### src/rtl/expression_pipe_eval.sv
// Multi-lane expression evaluator behind a stallable valid/ready register pipeline.
// All lanes share one opcode; each lane's signedness comes from SIGNED_MASK.
module expression_pipe_eval #(
    parameter int unsigned     LANES       = 6,
    parameter int unsigned     W           = 6,
    parameter int unsigned     STAGES      = 2,
    parameter logic [LANES-1:0] SIGNED_MASK = 6'b111000
) (
    input  logic                 clk,
    input  logic                 rst,
    input  logic                 in_valid,
    output logic                 in_ready,
    input  logic [2:0]           op,
    input  logic [LANES*W-1:0]   a,
    input  logic [LANES*W-1:0]   b,
    output logic                 out_valid,
    input  logic                 out_ready,
    output logic [LANES*W-1:0]   y,
    output logic [15:0]          count
);

    localparam int unsigned DW   = LANES * W;
    localparam int unsigned LAST = STAGES - 1;

    logic [STAGES-1:0] r_valid;
    logic [DW-1:0]     r_data [STAGES];
    logic [15:0]       r_count;

    logic [STAGES-1:0] w_adv;
    logic [DW-1:0]     w_eval;
    logic              w_in_fire;

    // One lane of the shared opcode; result truncated to W bits.
    function automatic logic [W-1:0] lane_eval(input logic [2:0]   f_op,
                                               input logic [W-1:0] f_a,
                                               input logic [W-1:0] f_b,
                                               input logic         f_sgn);
        logic [W-1:0] res;
        logic         lt;
        res = '0;
        lt  = f_sgn ? ($signed(f_a) < $signed(f_b)) : (f_a < f_b);
        case (f_op)
            3'd0: res = f_a + f_b;
            3'd1: res = f_a - f_b;
            3'd2: res = f_a & f_b;
            3'd3: res = f_a ^ ~f_b;
            3'd4: res = f_a << f_b[2:0];
            3'd5: res = f_sgn ? W'($signed(f_a) >>> f_b[2:0]) : (f_a >> f_b[2:0]);
            3'd6: res = {{(W-1){1'b0}}, lt};
            3'd7: res = lt ? f_a : f_b;
        endcase
        return res;
    endfunction

    always_comb begin
        w_eval = '0;
        for (int i = 0; i < int'(LANES); i++) begin
            w_eval[(int'(LANES)-i)*int'(W)-1 -: W] =
                lane_eval(op,
                          a[(int'(LANES)-i)*int'(W)-1 -: W],
                          b[(int'(LANES)-i)*int'(W)-1 -: W],
                          SIGNED_MASK[i]);
        end
    end

    // A stage advances when out_ready is set or any later stage is empty
    // (the unrolled "successor empty or advancing" chain).
    always_comb begin : p_adv
        logic free;
        w_adv = '0;
        free  = out_ready;
        for (int s = int'(LAST); s >= 0; s--) begin
            w_adv[s] = r_valid[s] && free;
            free     = free || !r_valid[s];
        end
    end

    assign in_ready  = !rst && (!r_valid[0] || w_adv[0]);
    assign w_in_fire = in_valid && in_ready;

    always_ff @(posedge clk) begin
        if (rst) begin
            r_valid <= '0;
            r_count <= '0;
            for (int s = 0; s < int'(STAGES); s++) begin
                r_data[s] <= '0;
            end
        end else begin
            if (w_in_fire) begin
                r_data[0] <= w_eval;
            end
            r_valid[0] <= w_in_fire || (r_valid[0] && !w_adv[0]);
            for (int s = 1; s < int'(STAGES); s++) begin
                if (w_adv[s-1]) begin
                    r_data[s] <= r_data[s-1];
                end
                r_valid[s] <= w_adv[s-1] || (r_valid[s] && !w_adv[s]);
            end
            if (r_valid[LAST] && out_ready) begin
                r_count <= r_count + 16'd1;
            end
        end
    end

    assign out_valid = r_valid[LAST];
    assign y         = r_data[LAST];
    assign count     = r_count;

endmodule

### config.mk
export PLATFORM = sky130hd
export DESIGN_NAME = expression_pipe_eval
export DESIGN_NICKNAME = d
export VERILOG_FILES = /design/src/rtl/expression_pipe_eval.sv
export SDC_FILE = /design/constraint.sdc
export NUM_CORES = 1
export LEC_CHECK = 0
export CAP_MARGIN = 25
export CORE_MARGIN = 2
export CORE_UTILIZATION = 55
export DETAILED_ROUTE_END_ITERATION = 12
export PLACE_DENSITY = 0.79
export SYNTH_ARGS = -nofsm -noshare
export SYNTH_HDL_FRONTEND = slang
export SYNTH_SLANG_ARGS = --single-unit
### constraint.sdc
create_clock -name clk -period 3.65 [get_ports clk]
set_input_delay 0.73 -clock clk [delete_from_list [all_inputs] [get_ports clk]]
set_output_delay 0.73 -clock clk [all_outputs]
set_load 0.01 [all_outputs]
Fig. 1: signal wires on met1
Drawn at 3 px/micron. Supply wires on this layer in grey.
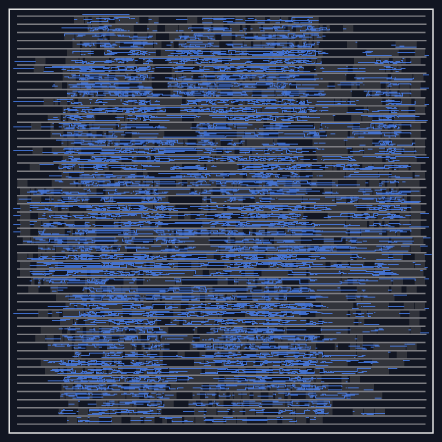
main direction: horizontal
share of all routed wire: 43%
wire length on this layer: 12900 microns
longest straight run: 60.3 microns

Fig. 2: the metal 2 layer
Drawn at 3 px/micron.
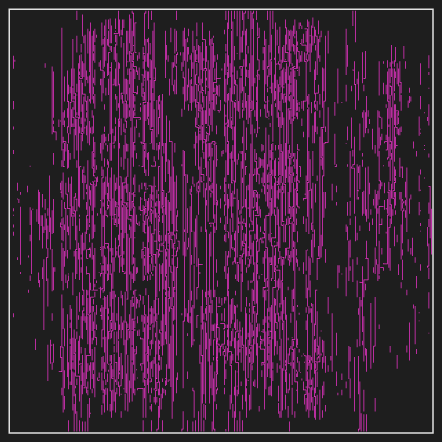
wire length on this layer: 13200 microns
share of all routed wire: 44%
longest straight run: 40.8 microns
main direction: vertical
total number of vias: 9588
met2 Track Usage GR: 46.3%
final wirelength: 29.8 mm

Fig. 3: signal wires on met3
Drawn at 4 px/micron.
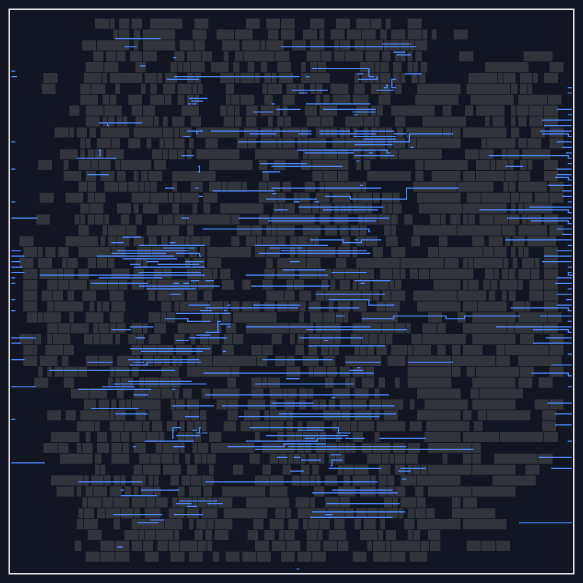
main direction: horizontal
share of all routed wire: 9.4%
nets with wire on the layer: 222

Fig. 4: the metal 4 layer
Drawn at 3 px/micron. Supply wires on this layer in grey.
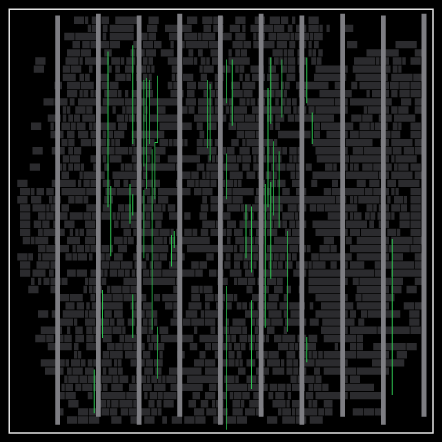
nets with wire on the layer: 32
longest straight run: 59.8 microns
wire length on this layer: 957 microns
share of all routed wire: 3.2%

Fig. 5: routing congestion map
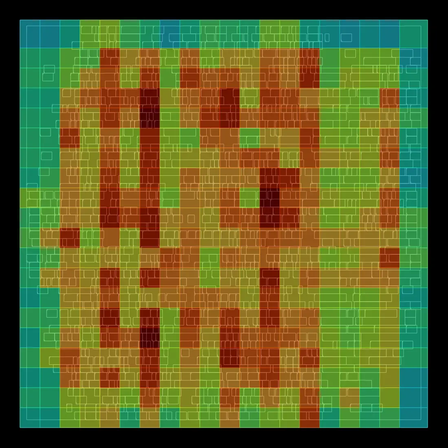
gr usage total: 29.4%
routing usage on met1: 41.7%
Top Usage Layer GRT: met2
met3 Use GR: 4.31%
final core occ: 66.0%

## cell families after synthesis
| kind of cell | after synthesis | synth area share (%) |
|---|---|---|
| fa+ha+maj | 91 | 11.9 |
| xor+xnor | 38 | 3.24 |
| simple gates | 349 | 16.9 |
| compound gates | 317 | 21.5 |
| flops | 90 | 24.5 |
| buf+inv | 204 | 9.60 |
| mux | 107 | 12.3 |
## how the worst max path moves through the flow
stage / startpoint / to / slack, ps / depth (start not counted)
floorplan: b[19] / r_data[0][21] / 490 / 10
global placement: a[24] / r_data[0][28] / 250 / 11
detailed placement: a[24] / r_data[0][28] / 170 / 11
CTS: a[24] / r_data[0][28] / 510 / 11
global route: a[24] / r_data[0][26] / 350 / 10
finish: a[24] / r_data[0][28] / 490 / 11
## synth_stat cells (all sizes together), types with 23 or more instances
cell,number
mux2i,75
nand2,89
o21ai,53
nand2b,23
inv,79
nor2,92
a21oi,77
and2,36
edfxtp,72
a211oi,24
buf,85
ha,79
clkbuf,40
## metal layers
| layer | track usage [%] | up-vias |
|---|---|---|
| met1 | 41.7 | 4481 |
| met5 | 0 | - |
| met2 | 46.3 | 495 |
| li1 | - | 4528 |
| met4 | 10.1 | 0 |
| met3 | 4.31 | 84 |
## critical path, stage by stage
cell	delay, ps
clkdlybuf4s50_1	470
inv_1	130
ha_1	190
inv_1	60
fa_1	410
a211oi_2	350
nor2_1	90
a21oi_1	190
xor2_1	150
nor3_1	60
o41a_1	410
## power by group
group	switching (W)	total [W]	internal (W)	leakage, nW
clock	0.000409	0.000964	0.000554	0.147
combinational	0.000707	0.00130	0.000595	3.95
sequential	0.0000257	0.00122	0.00119	0.923
total	0.00114	0.00348	0.00234	5.02
## state kept, by name, indices dropped and copies added (netlist names)
| name | count |
|---|---|
| r_valid | 2 |
| r_data | 72 |
| count | 16 |
==> impl_metrics.tcl <==
# metrics dict for downstream scripts
set metrics [dict create \
    status "finished, final reports clean" \
    n_antenna_cell 0 \
    finalCritPeriodShare_pct 86.6 \
    dr_wl_met3_mm 2.79 \
    netlist_instances 1196 \
    hpwl_mm 22.2 \
    hold_ws_ps 514 \
    fp_util_pct 55.6 \
    p_leak_nw 5.02 \
    drt-pass1-iter-count 6 \
    top_area_cell "edfxtp_1" \
    die_w_microns 141 \
    drive_above_1_share_pct 12.1 \
    dr.first_iter.drc_count 1015 \
    fp_nets 1366 \
    nets 1475 \
    rsz0062_at_grt "false" \
    seq_area_sq_um 2520 \
    maxClockFrequency_mhz 316 \
    crit_fanout 4 \
    cts_made_buffers 9 \
    maxCapViolCount 0 \
    critPathArrivalTime_ps 3250 \
    grt_start_max_net_pins 52 \
    total_power_w 0.00348 \
    taps 234 \
    fin_area_sq_um 12200 \
]
No activity file was given, so power comes from the tool's default toggle rates.
